`src/rtl/mm_pe_stream_pkg.sv`:
```
// Shared widths, defaults and FSM encoding for the word-serial Montgomery PE.
package mm_pe_stream_pkg;

  // Default word width (radix 2^PE_W), maximum operand length and counter width.
  localparam int PE_W         = 16;
  localparam int PE_MAX_WORDS = 256;
  localparam int PE_CNT_W     = 9;

  // Carry between word columns never exceeds W+2 bits; a column sum never exceeds 2W+2 bits.
  localparam int PE_CARRY_W = PE_W + 2;
  localparam int PE_PROD_W  = 2 * PE_W + 2;

  typedef enum logic [2:0] {
    ST_IDLE   = 3'd0,
    ST_Q      = 3'd1,
    ST_ACC0   = 3'd2,
    ST_STREAM = 3'd3,
    ST_FLUSH  = 3'd4,
    ST_DONE   = 3'd5
  } pe_state_t;

  // Derived widths for a non-default word width.
  function automatic int carry_width(input int w);
    return w + 2;
  endfunction

  function automatic int prod_width(input int w);
    return 2 * w + 2;
  endfunction

endpackage

```
`src/rtl/mm_pe_mac.sv`:
```
// Combinational column adder: a + b*c + d*e + f, sized so nothing is ever truncated.
module mm_pe_mac
  import mm_pe_stream_pkg::*;
#(
  parameter int W = PE_W
) (
  input  logic [W-1:0]   i_a,
  input  logic [W-1:0]   i_b,
  input  logic [W-1:0]   i_c,
  input  logic [W-1:0]   i_d,
  input  logic [W-1:0]   i_e,
  input  logic [W+1:0]   i_f,
  output logic [2*W+1:0] o_sum
);

  localparam int PW = prod_width(W);

  // Every operand is widened to the full column width before the arithmetic.
  assign o_sum = PW'(i_a) + PW'(i_b) * PW'(i_c) + PW'(i_d) * PW'(i_e) + PW'(i_f);

endmodule

```
`src/rtl/mm_pe_stream.sv`:
```
// Word-serial Montgomery PE: one outer iteration S' = (S + x*Y + q*M) / 2^W
// over a runtime length of 1..MAX_WORDS words, with valid/ready word streams.
module mm_pe_stream
  import mm_pe_stream_pkg::*;
#(
  parameter int W         = PE_W,
  parameter int MAX_WORDS = PE_MAX_WORDS,
  parameter int CNT_W     = PE_CNT_W
) (
  input  logic             clk,
  input  logic             rstn,
  input  logic             start,
  input  logic [CNT_W-1:0] n_words,
  input  logic [W-1:0]     x_j,
  input  logic [W-1:0]     m_prime,
  input  logic [W-1:0]     s_hi,
  input  logic             in_valid,
  output logic             in_ready,
  input  logic [W-1:0]     y_i,
  input  logic [W-1:0]     m_i,
  input  logic [W-1:0]     s_i,
  output logic             out_valid,
  input  logic             out_ready,
  output logic [W-1:0]     out_word,
  output logic [W-1:0]     out_top,
  output logic             busy,
  output logic             done,
  output logic             err
);

  localparam int CW = carry_width(W);
  localparam int PW = prod_width(W);

  // Control state and operands latched at start.
  pe_state_t        r_state;
  logic [CNT_W-1:0] r_n;
  logic [CNT_W-1:0] r_idx;
  logic [W-1:0]     r_x;
  logic [W-1:0]     r_mp;
  logic [W-1:0]     r_shi;

  // Word-0 operands held for the ACC0 cycle, plus the quotient digit.
  logic [W-1:0]     r_q;
  logic [W-1:0]     r_y0;
  logic [W-1:0]     r_m0;
  logic [W-1:0]     r_s0;
  logic [CW-1:0]    r_carry;

  // Registered outputs.
  logic             r_out_valid;
  logic [W-1:0]     r_out_word;
  logic [W-1:0]     r_out_top;
  logic             r_busy;
  logic             r_done;
  logic             r_err;

  // Datapath wires.
  logic             w_n_legal;
  logic             w_out_free;
  logic             w_last;
  logic             w_acc0;
  logic [W-1:0]     w_q_lin;
  logic [W-1:0]     w_q;
  logic [W-1:0]     w_mac_a;
  logic [W-1:0]     w_mac_c;
  logic [W-1:0]     w_mac_e;
  logic [CW-1:0]    w_mac_f;
  logic [PW-1:0]    w_t;
  logic [W+2:0]     w_u;

  assign w_n_legal  = (n_words != '0) && (n_words <= CNT_W'(MAX_WORDS));
  assign w_out_free = !r_out_valid || out_ready;
  assign w_last     = (r_idx == (r_n - CNT_W'(1)));
  assign w_acc0     = (r_state == ST_ACC0);

  // Quotient digit only needs the low word: all arithmetic here is mod 2^W.
  assign w_q_lin = s_i + r_x * y_i;
  assign w_q     = w_q_lin * r_mp;

  // One shared column adder: ACC0 replays the held word 0 with no carry-in,
  // STREAM consumes the live input word with the running carry.
  assign w_mac_a = w_acc0 ? r_s0 : s_i;
  assign w_mac_c = w_acc0 ? r_y0 : y_i;
  assign w_mac_e = w_acc0 ? r_m0 : m_i;
  assign w_mac_f = w_acc0 ? '0   : r_carry;

  mm_pe_mac #(
    .W(W)
  ) u_mac (
    .i_a   (w_mac_a),
    .i_b   (r_x),
    .i_c   (w_mac_c),
    .i_d   (r_q),
    .i_e   (w_mac_e),
    .i_f   (w_mac_f),
    .o_sum (w_t)
  );

  // Final column: pending carry plus the previous top word of S.
  assign w_u = (W+3)'(r_carry) + (W+3)'(r_shi);

  // Input is taken while computing q, or in STREAM whenever the output slot can take a result.
  assign in_ready = (r_state == ST_Q) || ((r_state == ST_STREAM) && w_out_free);

  assign out_valid = r_out_valid;
  assign out_word  = r_out_word;
  assign out_top   = r_out_top;
  assign busy      = r_busy;
  assign done      = r_done;
  assign err       = r_err;

  // Main control FSM with the single-entry output register.
  always_ff @(posedge clk or negedge rstn) begin
    if (!rstn) begin
      r_state     <= ST_IDLE;
      r_n         <= '0;
      r_idx       <= '0;
      r_x         <= '0;
      r_mp        <= '0;
      r_shi       <= '0;
      r_q         <= '0;
      r_y0        <= '0;
      r_m0        <= '0;
      r_s0        <= '0;
      r_carry     <= '0;
      r_out_valid <= 1'b0;
      r_out_word  <= '0;
      r_out_top   <= '0;
      r_busy      <= 1'b0;
      r_done      <= 1'b0;
      r_err       <= 1'b0;
    end else begin
      r_done <= 1'b0;
      r_err  <= 1'b0;

      // A consumed result frees the slot unless a new one is loaded below.
      if (r_out_valid && out_ready) begin
        r_out_valid <= 1'b0;
      end

      case (r_state)
        ST_IDLE: begin
          if (start) begin
            if (!w_n_legal) begin
              r_err <= 1'b1;
            end else begin
              r_n       <= n_words;
              r_x       <= x_j;
              r_mp      <= m_prime;
              r_shi     <= s_hi;
              r_carry   <= '0;
              r_out_top <= '0;
              r_busy    <= 1'b1;
              r_state   <= ST_Q;
            end
          end
        end

        ST_Q: begin
          if (in_valid) begin
            r_q     <= w_q;
            r_y0    <= y_i;
            r_m0    <= m_i;
            r_s0    <= s_i;
            r_state <= ST_ACC0;
          end
        end

        ST_ACC0: begin
          // Low word of t0 is zero by choice of q; only the carry survives.
          r_carry <= w_t[PW-1:W];
          r_idx   <= CNT_W'(1);
          r_state <= (r_n > CNT_W'(1)) ? ST_STREAM : ST_FLUSH;
        end

        ST_STREAM: begin
          if (in_valid && w_out_free) begin
            r_out_word  <= w_t[W-1:0];
            r_out_valid <= 1'b1;
            r_carry     <= w_t[PW-1:W];
            if (w_last) begin
              r_state <= ST_FLUSH;
            end else begin
              r_idx <= r_idx + CNT_W'(1);
            end
          end
        end

        ST_FLUSH: begin
          if (w_out_free) begin
            r_out_word  <= w_u[W-1:0];
            r_out_valid <= 1'b1;
            r_out_top   <= W'(w_u[W+2:W]);
            r_state     <= ST_DONE;
          end
        end

        ST_DONE: begin
          if (r_out_valid && out_ready) begin
            r_done  <= 1'b1;
            r_busy  <= 1'b0;
            r_state <= ST_IDLE;
          end
        end

        default: begin
          r_state <= ST_IDLE;
        end
      endcase
    end
  end

endmodule

```
`config.mk`:
```
export PLATFORM = sky130hd
export DESIGN_NAME = mm_pe_stream
export DESIGN_NICKNAME = d
export VERILOG_FILES = /design/src/rtl/mm_pe_stream_pkg.sv /design/src/rtl/mm_pe_mac.sv /design/src/rtl/mm_pe_stream.sv
export SDC_FILE = /design/constraint.sdc
export NUM_CORES = 2
export LEC_CHECK = 0
export ABC_AREA = 1
export CELL_PAD_IN_SITES_DETAIL_PLACEMENT = 1
export CELL_PAD_IN_SITES_GLOBAL_PLACEMENT = 2
export CORE_MARGIN = 2
export CORE_UTILIZATION = 40
export DETAILED_ROUTE_END_ITERATION = 8
export GPL_TIMING_DRIVEN = 1
export PLACE_DENSITY_LB_ADDON = 0.1
export SYNTH_ARGS = -nofsm -noshare
export SYNTH_HDL_FRONTEND = slang
export SYNTH_SLANG_ARGS = --single-unit
```
`constraint.sdc`:
```
create_clock -name clk -period 21.3 [get_ports clk]
set_input_delay 2.13 -clock clk [delete_from_list [all_inputs] [get_ports clk]]
set_output_delay 2.13 -clock clk [all_outputs]
set_load 0.02 [all_outputs]
```
### Congestion heat map

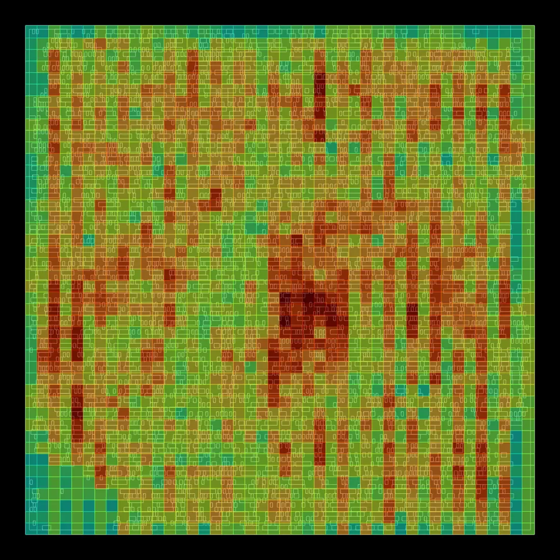
GR Util met1: 34.19%
GR peak layer: met2
global-route usage over all layers: 25.69%
routed len/inst: 19.55 um
Final Core Density: 43.70%

### PDN straps and rails

Scale: 1.5 px per um. Pins as bars on the die edge.
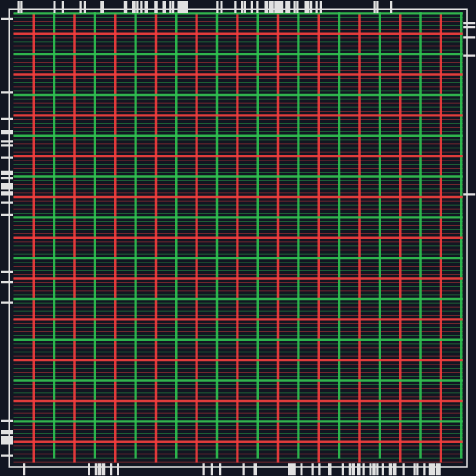
| color | net |
|---|---|
| red | VSS |
| green | VDD |
met5 straps: 22
met1 rails: 111
met4 straps: 22
chip height: 304.2 um
die width: 304.2 um
CORE AREA: 89600 um2

==> flow_metrics.py <==
# Auto-generated metrics
metrics = {
    "final_layout": {
        "buffers": 176,
        "nets": 5762,
        "fin_area_um2": 39150,
        "nClkBuffers": 18,
        "seq_area_um2": 4354,
        "logic_area_um2": 26300,
        "clock_area_share_pct": 1.502,
        "comb_share_pct": 67.18,
        "comb_cells": 3047,
        "stdcell_count": 5876,
        "dominant_cells": "multi-input combinational cells",
        "flop-count": 174,
        "largest_register": "r_carry",
        "layout.cells.most_common": "inv_1",
        "final_layout_size_suffix_gt1_share_pct": 3.106,
    },
    "synthesis": {
        "simple_gate_share_pct": 16.73,
        "mux_share_pct": 0.5624,
        "synth_area_leader_cell": "fa_1",
        "yosys-stat-area_um2": 36040,
        "dominantRegCellSynth": "dfrtp_1",
        "seq_area_frac_synth_pct": 12.08,
        "syn_inst": 4641,
        "top_cells_by_count": "1260 x inv_1, 1005 x nand2_1, 631 x fa_1, 363 x nor2_1, 333 x ha_1",
        "yosysMostFrequentCell": "inv_1",
        "syn_area_per_cell_um2": 7.765,
        "top_area_share_pct": 35.05,
        "topCellsByArea": "fa_1 35%, inv_1 13%, dfrtp_1 12%",
        "ys_ff": 174,
        "synthAoiAreaFrac_pct": 6.978,
    },
    "critical_path": {
        "slowest_stage": "clkdlybuf4s50_1",
        "critPathLaunch": "y_i[2]",
        "crit_arrival_ns": 12.88,
        "critical_path_required_ns": 21.70,
        "worstSetupStartpointType": "primary input",
        "worstSetupPathType": "in2reg",
        "rr_worst_depth": 42,
        "path_max_fanout": 15,
        "slowest_delay_ns": 0.85,
        "critPathTopFamily": "adder cells",
        "cp-end-kind": "register",
    },
    "grt": {
        "grt_pass1_vias": 31624,
        "grt_max_degree": 81,
        "grt-ovfl-total": 0,
        "grt_first_pass_wirelength_mm": 182.0,
    },
    "floorplanning": {
        "ios": 147,
        "fp-row-count": 110,
    },
    "flow_run": {
        "tool_warnings": 31,
        "cap_violations": 0,
    },
    "sta": {
        "finClkSkew_ns": 0.01765,
        "holdWs_ns": 0.4850,
        "tightest_slew_ns": 1.043,
        "fmax_mhz": 80.17,
        "fin_crit_ns": 12.47,
        "fin_setup_tns_ns": 0,
        "slew_headroom_pct": 30.46,
        "finalHoldViolCount": 0,
        "maxSlewViolCount": 0,
    },
    "placement": {
        "placed_area_um2": 38560,
        "gp_congestion": 0.8798,
        "post-dp-hpwl_mm": 96.10,
    },
    "clocking": {
        "cts_resized": 0,
        "cts_tree": "yes",
        "root_buffer": "clkbuf_16",
        "clk_path_buf_depth": 2,
        "cts_inserted_buffers": 17,
        "cts_sinks": 174,
        "clk_pin_slew_ns": 0.07,
        "htree_levels": 4,
    },
    "drt": {
        "drc": 0,
        "ant_nets": 0,
        "wl_mm": 114.9,
    },
    "min_path": {
        "min_to": "r_y0[1]",
    },
    "outcome": {
        "outcome": "finished, final reports clean",
    },
}
### Cell density map

Scale: 1 px per um. 30 x 30 tiles, from white (low) to dark blue (high), 0 to 100% covered.
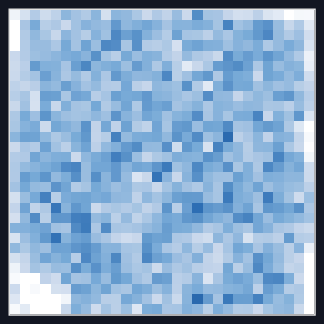
fullest tile: 77%
nearly empty tiles: 2.6%
tiles over 75% full: 0.30%
mean over tiles: 41%
floorplan utilization: 40.22%

### Metal 4

Scale: 1 px per um.
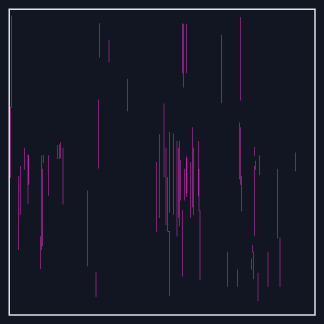
nets with wire on the layer: 55
longest straight run: 95.2 um
wire length on this layer: 3270 um
share of all routed wire: 2.9%

==> cell families after synthesis <==
group                    count (synthesis)
buffers and inverters                 1432
flip-flops                             174
other                                    1
AND/OR/NAND/NOR                       1521
adder cells (fa/ha/maj)                964
AND-OR/OR-AND                          456
XOR/XNOR                                75
multiplexers                            18
==> metal layers <==
metal	vias to the layer above	track usage [%]	routed length, um
met5	-	0	0
met4	0	7.717	3273
met3	130	2.911	3760
met2	446	43.99	56340
met1	14765	34.19	51490
li1	13674	-	-
==> worst min-delay path, cell delays in order (launching register included) <==
cell and delay (ns):
dfrtp_1 0.34, nand2_1 0.05, o21ai_0 0.06
